==> src/rtl/bus_req_agent.sv <==
// Bus request agent: queues producer packets and presents them to the bus controller on grant.
// Latency: 2 cycles from push edge to bus_pkt_out (bus_req next cycle, packet the cycle after grant).
// Backpressure: in_rdy drops while DEPTH entries are held; a same-cycle pop does not reopen it.
package bus_req_agent_pkg;
  typedef struct packed {
    logic [3:0]  src;
    logic [3:0]  dst;
    logic [15:0] payload;
  } bus_packet_t;
endpackage

module bus_req_agent
  import bus_req_agent_pkg::*;
#(
  parameter int DEPTH   = 4,
  parameter int STALL_W = 16
) (
  input  logic                     clk,
  input  logic                     rst_n,
  input  bus_packet_t              in_pkt,
  input  logic                     in_vld,
  output logic                     in_rdy,
  output logic                     bus_req,
  input  logic                     bus_grant,
  output bus_packet_t              bus_pkt_out,
  output logic [$clog2(DEPTH):0]   occupancy,
  output logic [STALL_W-1:0]       stall_cnt,
  output logic                     err_grant
);
  localparam int AW = $clog2(DEPTH);
  localparam int CW = AW + 1;

  bus_packet_t   mem [DEPTH];
  logic [AW-1:0] wr_ptr;
  logic [AW-1:0] rd_ptr;
  logic [CW-1:0] count;
  logic          grant_d;
  logic          push;
  logic          pop;
  logic          grant_empty;

  // Ready is decoded from the registered count only, so it never depends on this cycle's pop.
  assign in_rdy      = (count < CW'(DEPTH));
  assign push        = in_vld & in_rdy;
  // grant_d means the bus samples the head entry this cycle; it pops unless the queue is empty.
  assign pop         = grant_d & (count != '0);
  assign grant_empty = grant_d & (count == '0);
  // The entry already committed to the bus is excluded from the request.
  assign bus_req     = (count > CW'(grant_d));
  assign bus_pkt_out = grant_d ? mem[rd_ptr] : '0;
  assign occupancy   = count;

  // Packet storage is written on push and deliberately left out of reset.
  always_ff @(posedge clk) begin
    if (push) begin
      mem[wr_ptr] <= in_pkt;
    end
  end

  // Queue pointers, count, registered grant and the sticky empty-grant error.
  always_ff @(posedge clk or negedge rst_n) begin
    if (!rst_n) begin
      wr_ptr    <= '0;
      rd_ptr    <= '0;
      count     <= '0;
      grant_d   <= 1'b0;
      err_grant <= 1'b0;
    end else begin
      if (push) begin
        wr_ptr <= wr_ptr + 1'b1;
      end
      if (pop) begin
        rd_ptr <= rd_ptr + 1'b1;
      end
      case ({push, pop})
        2'b10:   count <= count + 1'b1;
        2'b01:   count <= count - 1'b1;
        default: count <= count;
      endcase
      // A grant is only honoured while we are actually requesting.
      grant_d <= bus_grant & bus_req;
      if (grant_empty) begin
        err_grant <= 1'b1;
      end
    end
  end

  // Saturating count of consecutive request-without-grant cycles.
  always_ff @(posedge clk or negedge rst_n) begin
    if (!rst_n) begin
      stall_cnt <= '0;
    end else if (bus_req && !bus_grant) begin
      if (stall_cnt != '1) begin
        stall_cnt <= stall_cnt + 1'b1;
      end
    end else begin
      stall_cnt <= '0;
    end
  end

endmodule

==> config.mk <==
export PLATFORM = sky130hd
export DESIGN_NAME = bus_req_agent
export DESIGN_NICKNAME = d
export VERILOG_FILES = /design/src/rtl/bus_req_agent.sv
export SDC_FILE = /design/constraint.sdc
export NUM_CORES = 1
export LEC_CHECK = 0
export CORE_MARGIN = 4
export CORE_UTILIZATION = 39
export DETAILED_ROUTE_END_ITERATION = 8
export GPL_TIMING_DRIVEN = 1
export PLACE_DENSITY = 0.68
export SLEW_MARGIN = 20
export SYNTH_ARGS = -nofsm -noshare
export SYNTH_HDL_FRONTEND = slang
export SYNTH_SLANG_ARGS = --single-unit
export TNS_END_PERCENT = 50
==> constraint.sdc <==
create_clock -name clk -period 4.51 [get_ports clk]
set_clock_uncertainty 0.05 [all_clocks]
set_input_delay 0.902 -clock clk [delete_from_list [all_inputs] [get_ports clk]]
set_output_delay 0.902 -clock clk [all_outputs]
set_load 0.005 [all_outputs]
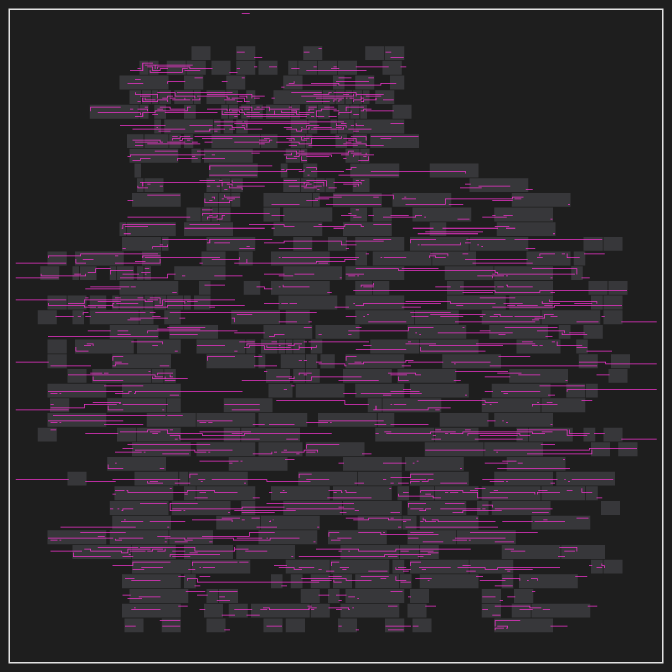
Fig. 1. Metal 1.
The layer carries 4160 um of wire. The wires run mostly horizontal. 372 nets have wire on it. The longest straight run is 27.1 um. The layer holds 44% of the routed length.

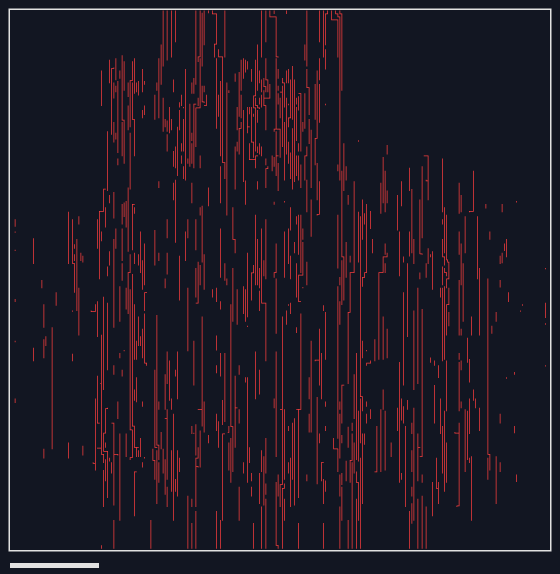
Fig. 2. Signal wires on met2.
Scale bar: 20 um.
367 nets have wire on it. The layer holds 50% of the routed length. The wires run mostly vertical. The longest straight run is 40.3 um.

==> flow_metrics.tcl <==
# implementation run metrics
set metrics [dict create \
    cts.path.max_buffers 2 \
    yosys.area.top_type_share_pct 58.0 \
    ff_type "edfxtp_1" \
    wl_per_cell_um 17.0 \
    clock_latency_ns 0.40 \
    cts_tree "built" \
    gr-max-usage-layer "met2" \
    ys_sh_simple_pct 9.29 \
    intPower_mw 2.79 \
    grt_setup_unrepaired "no" \
    final_layout_size_suffix_gt1_share_pct 17.1 \
    cts-root-buf "clkbuf_16" \
    route.detailed.drc 0 \
    via_per_inst 5.04 \
    drtIter0Drc 127 \
    edf_count 96 \
    crit_slowest_cell "dfrtp_2" \
    startpoint_type "flip-flop" \
    switching_share_pct 26.9 \
    grt_util_met2_pct 22.5 \
    antenna_found_initial 0 \
    p_comb_share_pct 24.9 \
    cp_max_fo 26 \
    grt_pass1_vias 2970 \
    worstPathRequired_ns 3.56 \
    die-height_um 121 \
    largest_area_cell "edfxtp_1" \
    yosys_cells 291 \
    grt_max_degree 27 \
    endpoint_kind "output pin" \
    ys_sh_aoi_pct 3.35 \
    die_w_um 121 \
    drv_cap 0 \
    maxSlewHeadroom_pct 37.4 \
    top_register "mem" \
    cts_setup_buffers 0 \
    yosys.area_share.xor_xnor_pct 1.41 \
    fillers 993 \
    power.static_leakage_nw 2.26 \
    hold_violations 0 \
    run_status "finished, final reports clean" \
    syn-cell-area_sq_um 4970 \
    crit_type "reg -> out" \
    yosysWarnings 0 \
]
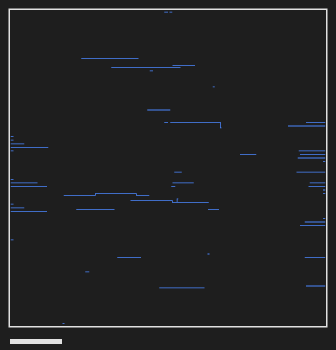
Fig. 3. Metal 3.
Scale bar: 20 um.
The wires run mostly horizontal. 40 nets have wire on it. The longest straight run is 26.2 um.

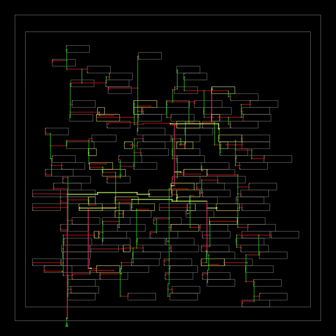
Fig. 4. The clock network.
seq_cells: 121
CTS Sinks: 121

final cells by class:
type / instances / area share, %
flip-flops and latches: 121 / 53.9
clock buffers: 17 / 6.54
repair buffers: 80 / 12.0
inverters: 10 / 0.577
multi-input cells: 149 / 21.1
well taps: 168 / 3.23
clock inverters: 15 / 2.56
final timing paths:
path                                   start             end  slack [ns]  depth (start not counted)
worst max-delay path               rd_ptr[0]  bus_pkt_out[1]        0.97                          3
worst min-delay path               err_grant       err_grant        0.43                          1
min in group asynchronous              rst_n   stall_cnt[12]        0.82                          2
max in group asynchronous              rst_n       rd_ptr[0]        3.31                          2
worst max register to register  stall_cnt[1]    stall_cnt[6]        2.20                          5
worst min register to register     err_grant       err_grant        0.43                          1
metrics by stage:
step           setup WS, ns  utilization (%)  hold WS (ns)  instance area (sq um)  instances
2_1_floorplan          2.04                -         0.401                   4970        291
3_3_place_gp           1.32             48.3         0.416                   5920        528
3_5_place_dp           1.29             48.3         0.413                   5920        528
4_1_cts               0.884             53.1         0.437                   6510        560
5_1_grt               0.796             53.1         0.462                   6510        560
6_report              0.970             53.1         0.434                   6510        560
metal layers:
metal / part of all wire, % / vias to the layer above
met5: 0 / -
li1: - / 1314
met3: 4.1 / 16
met2: 50 / 63
met4: 2.2 / 0
met1: 44 / 1430
power groups by stage:
stage / combinational, mW / clock, mW / sequential (mW)
after global routing: 1.04 / 1.41 / 1.58
after CTS: 0.977 / 1.35 / 1.56
after floorplan: 0.633 / 0 / 1.47
after global placement: 0.962 / 0 / 1.57
after detailed placement: 0.970 / 0 / 1.58
final: 0.954 / 1.32 / 1.55
critical path, delay by kind of cell (launching register included):
kind | cells | cell delay, ns
DFF | 1 | 0.94
muxes | 1 | 0.60
buffers and inverters | 1 | 0.47
and+or+nand+nor | 1 | 0.17
Power and IR drop assume default switching activity.
